--- config.mk ---
export PLATFORM = sky130hd
export DESIGN_NAME = move_cmd_arbiter_flat
export DESIGN_NICKNAME = d
export VERILOG_FILES = /design/src/rtl/move_cmd_if.sv /design/src/rtl/move_cmd_arbiter.sv /design/src/flat_wrapper.sv
export SDC_FILE = /design/constraint.sdc
export NUM_CORES = 1
export LEC_CHECK = 0
export CAP_MARGIN = 20
export CORE_ASPECT_RATIO = 0.6
export CORE_MARGIN = 2
export CORE_UTILIZATION = 32
export CTS_BUF_LIST = sky130_fd_sc_hd__clkbuf_16
export DETAILED_ROUTE_END_ITERATION = 7
export DONT_BUFFER_PORTS = 1
export MAX_ROUTING_LAYER = met4
export PLACE_DENSITY = 0.45
export RECOVER_POWER = 100
export SLEW_MARGIN = 40
export SYNTH_ARGS = -nofsm -noshare
export SYNTH_HDL_FRONTEND = slang
export SYNTH_SLANG_ARGS = --single-unit
--- constraint.sdc ---
create_clock -name clk -period 1.77 [get_ports clk]
set_input_delay 0.354 -clock clk [delete_from_list [all_inputs] [get_ports clk]]
set_output_delay 0.354 -clock clk [all_outputs]
set_load 0.01 [all_outputs]
--- src/rtl/move_cmd_if.sv ---
// move_cmd_if: command/handshake bundle between requesters, arbiter and mover.
// The master drives the requests and observes the arbitrated outputs; the slave (arbiter) does the reverse.
interface move_cmd_if;
  logic       startOfFrame;
  logic       kb_up, kb_down, kb_left, kb_right;
  logic       demo_up, demo_down, demo_left, demo_right;
  logic       demo_valid;
  logic       pause_key;
  logic       collision;
  logic       up_out, down_out, left_out, right_out;
  logic       move_en;
  logic [1:0] owner;
  logic       demo_active;
  modport master (
    output startOfFrame, kb_up, kb_down, kb_left, kb_right,
           demo_up, demo_down, demo_left, demo_right, demo_valid, pause_key, collision,
    input  up_out, down_out, left_out, right_out, move_en, owner, demo_active
  );
  modport slave (
    input  startOfFrame, kb_up, kb_down, kb_left, kb_right,
           demo_up, demo_down, demo_left, demo_right, demo_valid, pause_key, collision,
    output up_out, down_out, left_out, right_out, move_en, owner, demo_active
  );
endinterface

--- src/rtl/move_cmd_arbiter.sv ---
// move_cmd_arbiter: keyboard/demo direction arbiter with pause and post-collision freeze.
// The demo path and its idle counter exist only when MOVE_ARB_DEMO_EN is defined.
module move_cmd_arbiter #(
  parameter int DEMO_IDLE_FRAMES = 300,
  parameter int FREEZE_FRAMES    = 15
) (
  input logic         clk,
  input logic         resetN,
  move_cmd_if.slave   bus
);
  typedef enum logic [1:0] {KB_ST = 2'b00, DEMO_ST = 2'b01, PAUSE_ST = 2'b10, FREEZE_ST = 2'b11} state_t;
  localparam int FW = (FREEZE_FRAMES > 0) ? $clog2(FREEZE_FRAMES + 1) : 1;
  state_t        st_q, st_d, ret_q, ret_d;
  logic [FW-1:0] frz_q, frz_d;
  logic          pause_q;
  logic [3:0]    kb, demo, dir_d;
  logic          kb_any, pedge, go_demo, dv;
  assign kb     = {bus.kb_up, bus.kb_down, bus.kb_left, bus.kb_right};
  assign kb_any = |kb;
  assign pedge  = bus.pause_key & ~pause_q;
`ifdef MOVE_ARB_DEMO_EN
  localparam int IW = (DEMO_IDLE_FRAMES > 0) ? $clog2(DEMO_IDLE_FRAMES + 1) : 1;
  logic [IW-1:0] idle_q, idle_d, idle_inc;
  assign demo     = {bus.demo_up, bus.demo_down, bus.demo_left, bus.demo_right};
  assign dv       = bus.demo_valid;
  assign idle_inc = (idle_q == IW'(DEMO_IDLE_FRAMES)) ? idle_q : idle_q + 1'b1;
  // The switch fires on the frame pulse that brings the count to the threshold.
  assign go_demo  = bus.startOfFrame & ~kb_any & dv & (idle_inc == IW'(DEMO_IDLE_FRAMES));
  assign idle_d   = (kb_any || (st_q == PAUSE_ST && pedge) || (st_q == DEMO_ST && st_d == KB_ST)) ? '0 :
                    (st_q == KB_ST && bus.startOfFrame) ? idle_inc : idle_q;
  always_ff @(posedge clk or negedge resetN)
    if (!resetN) idle_q <= '0;
    else         idle_q <= idle_d;
`else
  assign demo    = '0;
  assign dv      = 1'b0;
  assign go_demo = 1'b0;
`endif
  always_comb begin
    st_d  = st_q;
    ret_d = ret_q;
    frz_d = frz_q;
    case (st_q)
      KB_ST, DEMO_ST: begin
        if (pedge) begin
          st_d  = PAUSE_ST;
          ret_d = st_q;
        end else if (bus.collision && FREEZE_FRAMES > 0) begin
          st_d  = FREEZE_ST;
          ret_d = st_q;
          frz_d = FW'(FREEZE_FRAMES);
        end else if (st_q == DEMO_ST && (kb_any || !dv)) st_d = KB_ST;
        else if (st_q == KB_ST && go_demo) st_d = DEMO_ST;
      end
      PAUSE_ST: st_d = pedge ? ret_q : st_q;
      default: begin
        if (pedge) begin
          st_d  = PAUSE_ST;
          frz_d = '0;
        end else if (bus.startOfFrame) begin
          frz_d = (frz_q != '0) ? frz_q - 1'b1 : frz_q;
          st_d  = (frz_q <= FW'(1)) ? ret_q : st_q;
        end
      end
    endcase
    dir_d = (st_d == KB_ST) ? kb : (st_d == DEMO_ST) ? demo : 4'b0000;
  end
  always_ff @(posedge clk or negedge resetN)
    if (!resetN) begin
      st_q            <= KB_ST;
      ret_q           <= KB_ST;
      frz_q           <= '0;
      pause_q         <= 1'b0;
      bus.up_out      <= 1'b0;
      bus.down_out    <= 1'b0;
      bus.left_out    <= 1'b0;
      bus.right_out   <= 1'b0;
      bus.move_en     <= 1'b0;
      bus.owner       <= 2'b00;
      bus.demo_active <= 1'b0;
    end else begin
      st_q            <= st_d;
      ret_q           <= ret_d;
      frz_q           <= frz_d;
      pause_q         <= bus.pause_key;
      {bus.up_out, bus.down_out, bus.left_out, bus.right_out} <= dir_d;
      bus.move_en     <= (st_d == KB_ST) || (st_d == DEMO_ST);
      bus.owner       <= st_d;
      bus.demo_active <= (st_d == DEMO_ST);
    end
endmodule

--- src/flat_wrapper.sv ---
// flat-port wrapper written by rule: the top's interface ports become plain ports
module move_cmd_arbiter_flat 
#(
  parameter int DEMO_IDLE_FRAMES = 300,
  parameter int FREEZE_FRAMES    = 15
)
  (clk, resetN, bus_startOfFrame, bus_kb_up, bus_kb_down, bus_kb_left, bus_kb_right, bus_demo_up, bus_demo_down, bus_demo_left, bus_demo_right, bus_demo_valid, bus_pause_key, bus_collision, bus_up_out, bus_down_out, bus_left_out, bus_right_out, bus_move_en, bus_owner, bus_demo_active);
  move_cmd_if bus_i ();
  input logic clk;
  input logic resetN;
  input wire logic [$bits(bus_i.startOfFrame)-1:0] bus_startOfFrame;
  input wire logic [$bits(bus_i.kb_up)-1:0] bus_kb_up;
  input wire logic [$bits(bus_i.kb_down)-1:0] bus_kb_down;
  input wire logic [$bits(bus_i.kb_left)-1:0] bus_kb_left;
  input wire logic [$bits(bus_i.kb_right)-1:0] bus_kb_right;
  input wire logic [$bits(bus_i.demo_up)-1:0] bus_demo_up;
  input wire logic [$bits(bus_i.demo_down)-1:0] bus_demo_down;
  input wire logic [$bits(bus_i.demo_left)-1:0] bus_demo_left;
  input wire logic [$bits(bus_i.demo_right)-1:0] bus_demo_right;
  input wire logic [$bits(bus_i.demo_valid)-1:0] bus_demo_valid;
  input wire logic [$bits(bus_i.pause_key)-1:0] bus_pause_key;
  input wire logic [$bits(bus_i.collision)-1:0] bus_collision;
  output wire logic [$bits(bus_i.up_out)-1:0] bus_up_out;
  output wire logic [$bits(bus_i.down_out)-1:0] bus_down_out;
  output wire logic [$bits(bus_i.left_out)-1:0] bus_left_out;
  output wire logic [$bits(bus_i.right_out)-1:0] bus_right_out;
  output wire logic [$bits(bus_i.move_en)-1:0] bus_move_en;
  output wire logic [$bits(bus_i.owner)-1:0] bus_owner;
  output wire logic [$bits(bus_i.demo_active)-1:0] bus_demo_active;
  assign bus_i.startOfFrame = bus_startOfFrame;
  assign bus_i.kb_up = bus_kb_up;
  assign bus_i.kb_down = bus_kb_down;
  assign bus_i.kb_left = bus_kb_left;
  assign bus_i.kb_right = bus_kb_right;
  assign bus_i.demo_up = bus_demo_up;
  assign bus_i.demo_down = bus_demo_down;
  assign bus_i.demo_left = bus_demo_left;
  assign bus_i.demo_right = bus_demo_right;
  assign bus_i.demo_valid = bus_demo_valid;
  assign bus_i.pause_key = bus_pause_key;
  assign bus_i.collision = bus_collision;
  assign bus_up_out = bus_i.up_out;
  assign bus_down_out = bus_i.down_out;
  assign bus_left_out = bus_i.left_out;
  assign bus_right_out = bus_i.right_out;
  assign bus_move_en = bus_i.move_en;
  assign bus_owner = bus_i.owner;
  assign bus_demo_active = bus_i.demo_active;
  move_cmd_arbiter #(.DEMO_IDLE_FRAMES(DEMO_IDLE_FRAMES), .FREEZE_FRAMES(FREEZE_FRAMES)) u_core (.clk(clk), .resetN(resetN), .bus(bus_i));
endmodule
==> impl_metrics.csv, run 1 <==
group,metric,value,unit
run_status,status,"finished, final reports clean",
sta,fmax,649.7,MHz
setup_path,critical_path_class,"reg2reg",
sta,slew_headroom,0.5243,
power_and_ir_drop,seq_power_share,0.414,
synthesis,synthDistinctLibCells,30,
setup_path,reg2reg_slack,0.23,ns
worst_hold_path,whs_path_depth,0,
global_route,gr-total-overflow,0,
setup_path,cp-endpoint,"u_core.bus.down_out",
power_and_ir_drop,pwr_density_cell,1622,mW/mm²
routing,viasPerCell,5.241,
synthesis,yosys-stat-area,777.0,µm²
place,dpl-instance-area,788.3,µm²
clock_tree,postCtsSetupBuffers,0,
sta,skew,0.0009389,ns
floorplanning,die_w,67.62,µm
job,tool_warnings,33,
global_route,grt_max_degree,16,
floorplanning,die.size.y,42.17,µm
clock_tree,clock_path_buffers,2,
clock_tree,tritoncts,"yes",
cells_and_area,fillers,212,
setup_path,endpoint_kind,"register",
global_route,grt_pass1_vias,578,
worst_hold_path,hold_path_class,"in2reg",
cells_and_area,stdcell_count,112,
setup_path,cpPeakStageDelay,0.42,ns
floorplanning,die_area,0.002851,mm²
routing,first_pass_iters,4,
synthesis,synthTopCellsByArea,"dfrtp_1 48%, ha_1 4.8%, nand2_1 4.3%",
place,dp_cells,107,
power_and_ir_drop,p_clk_frac,0.309,
clock_tree,hold_buffers,1,
floorplanning,rows,13,
routing,wl_met2,664,µm
setup_path,path_cells,"nor2b_1 > xnor2_1 > a32o_2 > nor3_1",
sta,tightest_slew,0.7112,ns
setup_path,start_kind,"register",
routing,met3_length,126,µm
synthesis,ys_ff,15,
setup_path,arrival,1.70,ns
==> run 1: cell type report <==
cell class / count / area (µm²) / area share
Clock buffer: 3 / 75.07 / 0.08621
Multi-Input combinational cell: 57 / 349.1 / 0.4009
Inverter: 5 / 18.77 / 0.02155
Clock inverter: 1 / 5.005 / 0.005747
Timing Repair Buffer: 1 / 10.01 / 0.01149
Sequential cell: 15 / 375.4 / 0.4310
Tap cell: 30 / 37.54 / 0.04310
==> run 1: Yosys cell counts <==
library cell and count:
clkbuf_2 1, o21ba_2 1, nand4_1 2, nand3_1 2
a21boi_0 1, nor2_1 8, nor2b_1 1, a22oi_1 1
o32a_1 1, a32o_2 1, buf_2 2, dfrtp_1 15
o32ai_1 1, nand2b_1 4, nor3_1 5, a21oi_1 5
o211ai_1 1, xnor2_1 1, mux2_2 1, nor2b_4 1
o21ai_0 3, nand2_1 9, a41oi_1 1, a221oi_1 1
ha_1 3, buf_6 1, inv_1 5, o22ai_1 1
o311ai_0 1, nand3b_1 1
==> run 1: routing by layer <==
metal,GRT usage,up-vias
li1,-,286
met1,0.1868,284
met2,0.1784,17
met3,0.06183,0
met4,0.01224,0
met5,-,-
==> run 1: placed cells by master (no fill, tap or decap), drive strengths merged, types with 3 or more instances in the layout <==
cell     n
nor3     5
nand2    9
nor2     8
inv      5
o21ai    3
clkbuf   3
ha       3
a21oi    5
nand2b   4
dfrtp   15
==> run 1: power groups by stage <==
| stage | combinational (mW) | sequential [mW] | clock (mW) |
|---|---|---|---|
| after global placement | 0.375 | 0.591 | 0 |
| after global routing | 0.454 | 0.605 | 0.466 |
| after floorplan | 0.351 | 0.535 | 0 |
| after detailed placement | 0.384 | 0.590 | 0 |
| after CTS | 0.393 | 0.586 | 0.447 |
| final | 0.390 | 0.585 | 0.437 |
==> run 1: sequential cells by signal (all words and copies together) (netlist names) <==
| name | flops |
|---|---|
| u_core.frz_q | 4 |
| u_core.bus.owner | 2 |
| u_core.ret_q | 2 |
| u_core.bus.demo_active | 1 |
| u_core.bus.down_out | 1 |
| u_core.bus.left_out | 1 |
| u_core.bus.move_en | 1 |
| u_core.bus.right_out | 1 |
| u_core.bus.up_out | 1 |
| u_core.pause_q | 1 |
==> run 1: through the flow <==
| stage | worst slack (ns) | power [mW] | util |
|---|---|---|---|
| 6_report | 0.2308 | 1.412 | 0.3908 |
| 5_1_grt | 0.05996 | 1.525 | 0.3908 |
| 4_1_cts | 0.2778 | 1.426 | 0.3942 |
| 3_5_place_dp | 0.2872 | 0.9736 | 0.3537 |
| 3_3_place_gp | 0.3037 | 0.9662 | 0.3537 |
| 2_1_floorplan | 0.4644 | 0.8864 | - |
==> run 1: cells by family after synthesis <==
kind of cell | share of synthesized area
multiplexers | 0.01449
AND/OR/NAND/NOR | 0.2109
AND-OR/OR-AND | 0.1739
flip-flops | 0.4831
XOR/XNOR | 0.01127
buffers and inverters | 0.05797
adder cells (fa/ha/maj) | 0.04831
==> run 1: critical path: cells and delay by family (launching register included) <==
family | cells | cell delay [ns]
and+or+nand+nor | 2 | 0.60
DFF | 1 | 0.36
AOI/OAI and AO/OA | 1 | 0.33
xor gates and xnor gates | 1 | 0.15
Run 1, routed metal, one colour a layer:
(8 px per µm)
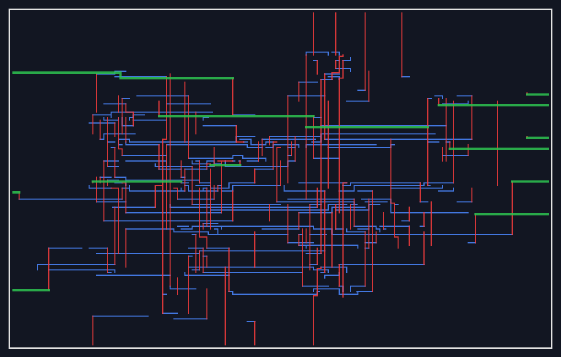
- green: met3 (wire length 127 µm)
- red: met2 (wire length 664 µm)
- blue: met1 (wire length 833 µm)

Run 1, logic cells by family:
(8 px per µm)
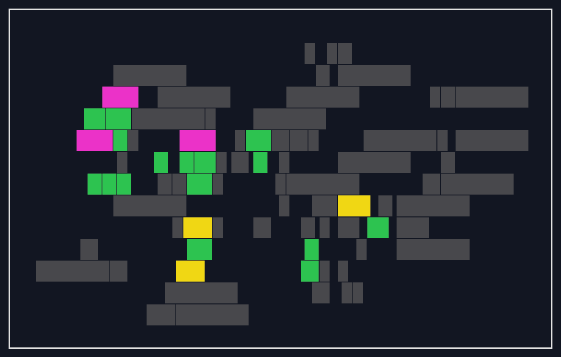
- yellow: AND-OR and OR-AND gates (cells 3)
- green: inverting AOI/OAI gates (cells 16; most used a21oi_1)
- magenta: adder and majority cells (cells 3; most used ha_1)

Run 1, wires at chosen ports, followed through buffers:
(10 px per µm)
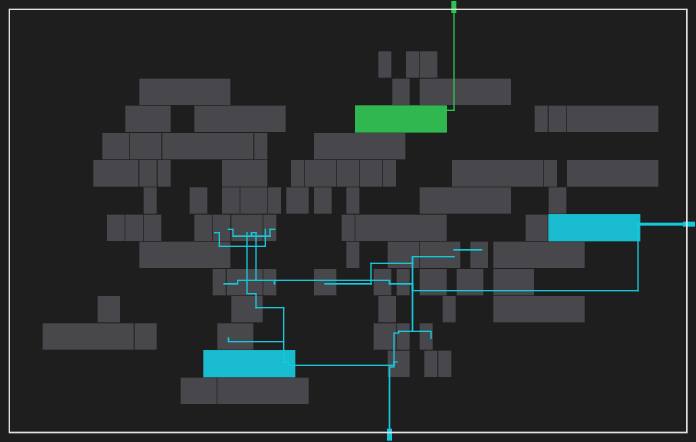
- cyan: bus_owner (bits 2; direction output; edge 1 right, 1 bottom; end cells 2; buffers 0; wire 148 µm)
- green: bus_right_out (bits 1; direction output; edge top; end cells 1; buffers 0; wire 10.6 µm)
IO Pins: 22
Port Buffers: 0

Run 1, clock routing:
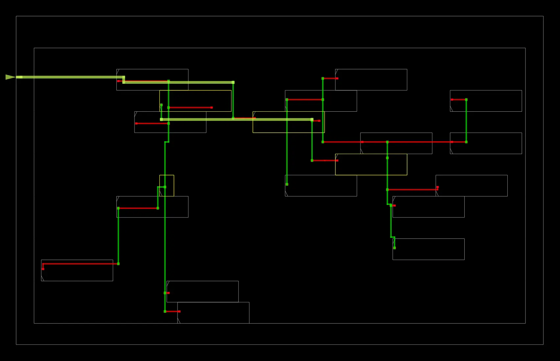
CTS sink cnt: 15
Flops: 15
Insertion Delay late pin: 0.24 ns
number of CTS-inserted buffers: 3

==> run 1 -> run 2 <==
--- a/config.mk
+++ b/config.mk
@@ -6,14 +6,13 @@
 export NUM_CORES = 1
 export LEC_CHECK = 0
 export CAP_MARGIN = 20
-export CORE_ASPECT_RATIO = 0.6
 export CORE_MARGIN = 2
-export CORE_UTILIZATION = 32
+export CORE_UTILIZATION = 50
 export CTS_BUF_LIST = sky130_fd_sc_hd__clkbuf_16
 export DETAILED_ROUTE_END_ITERATION = 7
 export DONT_BUFFER_PORTS = 1
 export MAX_ROUTING_LAYER = met4
-export PLACE_DENSITY = 0.45
+export PLACE_DENSITY = 0.64
 export RECOVER_POWER = 100
 export SLEW_MARGIN = 40
 export SYNTH_ARGS = -nofsm -noshare
Run 2, clock routing:
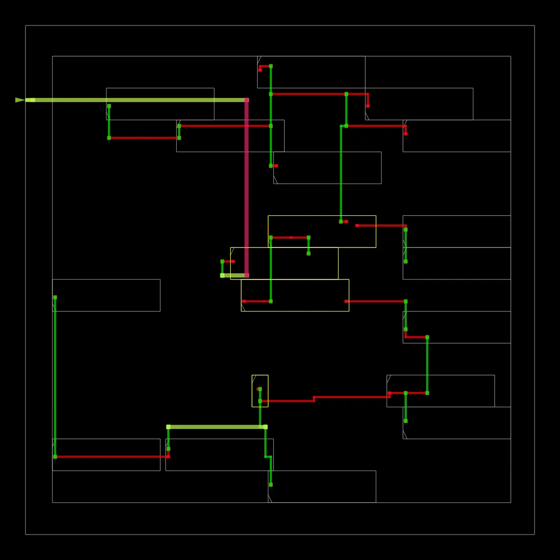
CLK BUF: 3
Clk. pwr: 0.424 mW
clock skew: 0.001925 ns

==> impl_metrics.csv, run 2 <==
group,metric,value,unit
worst_hold_path,hold_path_class,"in2reg",
cells_and_area,lay_top_count,"dfrtp_1",
clock_tree,clock_path_buffers,2,
cells_and_area,antennaDiodeCount,0,
synthesis,flop_cell,"dfrtp_1",
run_status,status,"finished, final reports clean",
sta,fin_crit,1.515,ns
setup_path,critical_path_class,"reg2reg",
synthesis,yosys-stat-area,777.0,µm²
job,tool_warnings,33,
setup_path,worstPathMaxFanout,7,
floorplanning,die_area,0.001885,mm²
sta,tightest_slew,0.6539,ns
sta,fin_hold_ws,0.1409,ns
synthesis,yosys-stat-cells,81,
floorplanning,die_w,43.42,µm
power_and_ir_drop,ir_worst_vdd,1.029,mV
synthesis,edf_count,0,
cells_and_area,nets,100,
synthesis,synthTopCellsByArea,"dfrtp_1 48%, ha_1 4.8%, nand2_1 4.3%",
synthesis,synthCells,81,
synthesis,top_cells_by_count,"15 x dfrtp_1, 9 x nand2_1, 8 x nor2_1",
setup_path,start_kind,"register",
clock_tree,htreeDepth,1,
floorplanning,die.size.y,43.42,µm
cells_and_area,mi_logic_area,349.1,µm²
synthesis,largest_area_cell,"dfrtp_1",
setup_path,worstReg2RegStart,"u_core.pause_q",
cells_and_area,drive_gt1_frac,0.06098,
cells_and_area,largest_reg_flops,4,
setup_path,crit_required,1.92,ns
sta,hold_viol_final,0,
global_route,grt_use_total,0.1786,
cells_and_area,syn2layout_area_growth,9.662,%
setup_path,arrival,1.67,ns
setup_path,reg2reg_slack,0.25,ns
floorplanning,core-area,0.001489,mm²
synthesis,ys_ff,15,
routing,first_pass_iters,4,
cells_and_area,lay_top_cells,"15 x dfrtp_1, 9 x nand2_1, 8 x nor2_1",
setup_path,timing.rr.end,"u_core.bus.down_out",
floorplanning,rows,14,
setup_path,endpoint_kind,"register",
clock_tree,cts-buffers-inserted,3,
sta,slew_headroom,0.5626,
routing,drt-initial-drc-count,7,
cells_and_area,fillers,122,
routing,viasPerCell,6.020,
clock_tree,cts.sink_count,15,
synthesis,yosys.area.top_type_share,0.4831,
sta,drv_slew,0,
clock_tree,postCtsSetupBuffers,0,
synthesis,synthDistinctLibCells,30,
clock_tree,hold_buffers,1,
clock_tree,tritoncts,"yes",
synthesis,syn_area,777.0,µm²
global_route,grt_max_degree,16,
global_route,grt_pass1_wl,2.435,mm
floorplanning,io_pins,22,
clock_tree,worstSkewPairLatency,0.24,ns
setup_path,cp-endpoint,"u_core.bus.down_out",
global_route,gr-total-overflow,0,
cells_and_area,largestRegisters,"u_core.frz_q (4), u_core.bus.owner (2), u_core.ret_q (2)",
global_route,grt_pass1_vias,554,
cells_and_area,flop_area,375.4,µm²
power_and_ir_drop,pwr_density_cell,1638,mW/mm²
synthesis,synthesis.nets,98,
worst_hold_path,hp-start,"bus_pause_key",
synthesis,top_cell,"dfrtp_1",
sta,fmax,660.0,MHz
synthesis,ys_async_sr_fraction,1.000,
routing,wl,1.454,mm
job,drv_cap,0,
cells_and_area,largest_register,"u_core.frz_q",
routing,num_vias,590,
place,port-buffer-count,0,
Run 2, wires at chosen ports, followed through buffers:
(12 px per µm)
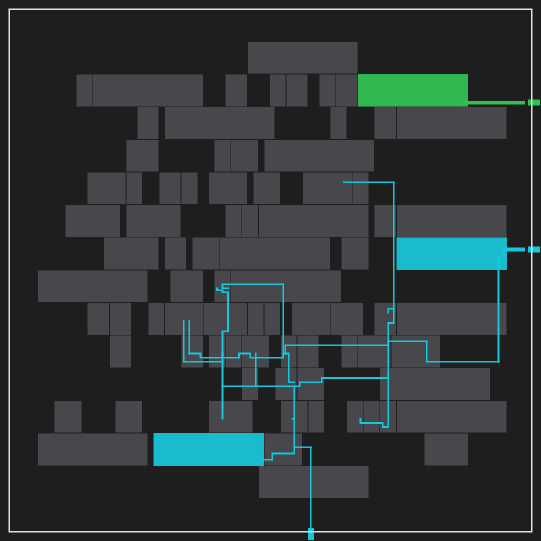
- cyan: bus_owner (bits 2; direction output; edge 1 right, 1 bottom; end cells 2; buffers 0; wire 142 µm)
- green: bus_right_out (bits 1; direction output; edge right; end cells 1; buffers 0; wire 5.00 µm)

==> run 2: cell counts after synthesis <==
Identical to the previous run, type by type.
==> run 2: how the worst min path moves through the flow <==
stage	to	slack [ns]	depth (start not counted)
floorplan	u_core.bus.demo_active	0.06	0
global placement	u_core.ret_q[1]	0.06	0
detailed placement	u_core.ret_q[1]	0.06	0
CTS	u_core.pause_q	0.14	0
global route	u_core.pause_q	0.13	0
finish	u_core.pause_q	0.14	0
==> run 2: worst max-delay path, stage by stage, from the launching register on <==
cell	delay, ns
dfrtp_1	0.37
nor2b_1	0.40
xnor2_1	0.16
a32o_2	0.32
nor3_1	0.18
==> run 2: per-layer routing <==
metal,vias up,part of all wire,track usage
li1,290,-,-
met3,2,0.048,0.05000
met5,-,0,-
met4,0,0.0096,0.07273
met1,283,0.46,0.2237
met2,15,0.48,0.2716
==> run 2: cell type report <==
cell class	instances	area share
clock buffer	3	0.08811
clock inverter	1	0.004405
inverter	5	0.02203
multi-input combinational	57	0.4097
sequential	15	0.4405
tap	16	0.02349
timing repair buffer	1	0.01175
==> run 2: cells by family after synthesis <==
group           share of synthesized area
simple gates                       0.2109
compound gates                     0.1739
flops                              0.4831
buf+inv                           0.05797
fa+ha+maj                         0.04831
xor+xnor                          0.01127
mux                               0.01449
==> run 2: report_power, final <==
part           leakage [nW]  internal, mW  switching (mW)  total [mW]
Sequential            0.186         0.450           0.136       0.586
Clock                0.0423         0.298           0.126       0.424
Combinational         0.163         0.162           0.223       0.385
Total                 0.391         0.911           0.485        1.40
==> run 2: metrics by stage <==
step | utilization | power [mW] | instances | area [µm²] | setup slack, ns
2_1_floorplan | - | 0.8864 | 81 | 777.0 | 0.4644
3_3_place_gp | 0.5176 | 0.9459 | 93 | 770.7 | 0.3347
3_5_place_dp | 0.5176 | 0.9604 | 93 | 770.7 | 0.3089
4_1_cts | 0.5773 | 1.403 | 98 | 859.6 | 0.2816
5_1_grt | 0.5723 | 1.496 | 98 | 852.1 | 0.06352
6_report | 0.5723 | 1.395 | 98 | 852.1 | 0.2548
==> run 2 -> run 3 <==
--- a/config.mk
+++ b/config.mk
@@ -5,6 +5,7 @@
 export SDC_FILE = /design/constraint.sdc
 export NUM_CORES = 1
 export LEC_CHECK = 0
+export ABC_AREA = 1
 export CAP_MARGIN = 20
 export CORE_MARGIN = 2
 export CORE_UTILIZATION = 50
==> impl_metrics.csv, run 3 <==
group,metric,value,unit
setup_path,endpoint_kind,"register",
clock_tree,worstSkewPairLatency,0.24,ns
synthesis,ys_async_sr_fraction,1.000,
sta,fin_crit,1.459,ns
floorplanning,die_w,44.33,µm
cells_and_area,drive_gt1_frac,0.1250,
sta,setup_ws,0.3112,ns
place,port-buffer-count,0,
synthesis,top_cell,"nand2_1",
setup_path,worstPathMaxFanout,5,
synthesis,syn_area,813.3,µm²
setup_path,start_kind,"register",
floorplanning,die.size.y,44.33,µm
cells_and_area,largest_register,"u_core.frz_q",
power_and_ir_drop,p_int,1.010,mW
power_and_ir_drop,power_switching,0.6862,mW
clock_tree,cts-buffers-inserted,3,
run_status,status,"finished, final reports clean",
sta,skew,0.001144,ns
setup_path,crit_required,1.92,ns
cells_and_area,largest_reg_flops,4,
synthesis,topCombFamilyByArea,"simple AND/OR/NAND/NOR gates",
sta,drv_slew,0,
global_route,grt_pass1_vias,600,
power_and_ir_drop,p_comb_frac,0.368,
floorplanning,io_pins,22,
floorplanning,rows,14,
power_and_ir_drop,pwr_density_cell,1883,mW/mm²
routing,viasPerCell,5.075,
floorplanning,die_area,0.001965,mm²
sta,fmax,685.5,MHz
synthesis,synthDistinctLibCells,17,
global_route,grt_max_degree,16,
synthesis,aoi_share,0.05385,
routing,first_pass_iters,4,
routing,drt-initial-drc-count,9,
routing,wl,1.395,mm
cells_and_area,largestRegisters,"u_core.frz_q (4), u_core.bus.owner (2), u_core.ret_q (2)",
synthesis,mux_area_frac,0,
job,drv_cap,0,
cells_and_area,syn2layout_area_growth,10.77,%
worst_hold_path,hold_path_class,"in2reg",
setup_path,arrival,1.61,ns
synthesis,adder_share,0.04615,
clock_tree,tritoncts,"yes",
sta,hold_viol_final,0,
run 3: metrics by stage:
step | cells | util | instance area [µm²] | hold slack [ns] | power [mW]
after floorplan | 99 | - | 813.3 | 0.05841 | 1.172
after global placement | 115 | 0.5468 | 833.3 | 0.05869 | 1.296
after detailed placement | 115 | 0.5468 | 833.3 | 0.05870 | 1.310
after CTS | 120 | 0.6059 | 923.4 | 0.1369 | 1.755
after global routing | 120 | 0.5911 | 900.9 | 0.1305 | 1.856
final | 120 | 0.5911 | 900.9 | 0.1394 | 1.697
run 3: area by class of cell:
type	instances	share of cell area
sequential	15	0.4167
clock inverter	1	0.005556
clock buffer	3	0.08333
timing repair buffer	1	0.01111
inverter	21	0.08750
multi-input combinational	63	0.3736
tap	16	0.02222
run 3: kinds of logic after synthesis:
kind of cell    count (synthesis)
xor+xnor                        1
fa+ha+maj                       3
buf+inv                        21
simple gates                   51
flops                          15
compound gates                  8
run 3: power groups by stage:
stage | Combinational [mW] | Clock, mW | Sequential, mW
after floorplan | 0.553 | 0 | 0.619
after global placement | 0.645 | 0 | 0.651
after detailed placement | 0.657 | 0 | 0.653
after CTS | 0.669 | 0.435 | 0.651
after global routing | 0.732 | 0.454 | 0.669
final | 0.625 | 0.425 | 0.646
run 3: worst max-delay path: stages (launching register included):
cell     delay, ns
dfrtp_1       0.41
inv_1         0.13
ha_1          0.21
inv_1         0.05
nand2_1       0.08
nand4_1       0.07
nand2_1       0.10
nand2_1       0.13
nor3_1        0.20
run 3: path summary, 6_finish.rpt:
check	start	endpoint	slack (ns)	cells past startpoint
max in group asynchronous	resetN	u_core.bus.right_out	0.75	1
min in group asynchronous	resetN	u_core.ret_q[1]	0.59	1
max reg2reg	u_core.frz_q[0]	u_core.bus.right_out	0.31	8
max	u_core.frz_q[0]	u_core.bus.right_out	0.31	8
min reg2reg	u_core.frz_q[1]	u_core.frz_q[1]	0.52	2
min	bus_pause_key	u_core.pause_q	0.14	0
run 3: timing repair:
| action | 4_1_cts | 5_1_grt |
|---|---|---|
| hold buffers | 1 | 0 |
| setup endpoints to repair | 0 | 0 |
| hold endpoints to repair | 15 | 0 |
run 3: routing by layer:
metal / routed length [µm] / up-vias / GRT usage
met3: 70 / 2 / 0.06122
met1: 676 / 274 / 0.2474
met2: 638 / 19 / 0.2735
met5: 0 / - / -
li1: - / 314 / -
met4: 10 / 0 / 0.05455
Run 3, sequential cells coloured by netlist name:
(6 px per µm)
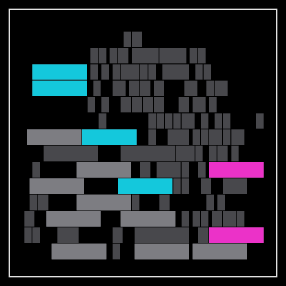
- magenta: u_core.ret_q (flops 2)
- cyan: u_core.frz_q (flops 4)
Seq. cell area: 375.4 µm²
Finished Core Util: 0.5911
Seq area share: 0.4167
Power Sequential: 0.646 mW

Run 3, logic cells by family:
(8 px per µm)
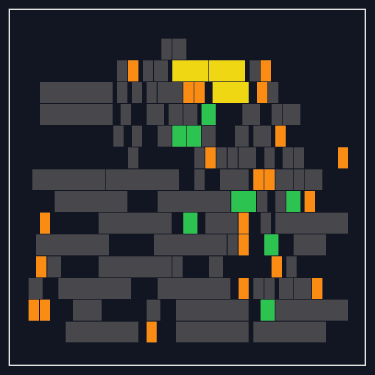
- green: inverting AOI/OAI gates (cells 8; most used o21ai_0)
- orange: inverters (cells 21; most used inv_1; where all over the die)
- yellow: adder and majority cells (cells 3; most used ha_1)

Power figures rest on the tool's default switching activity, not on a simulated workload.
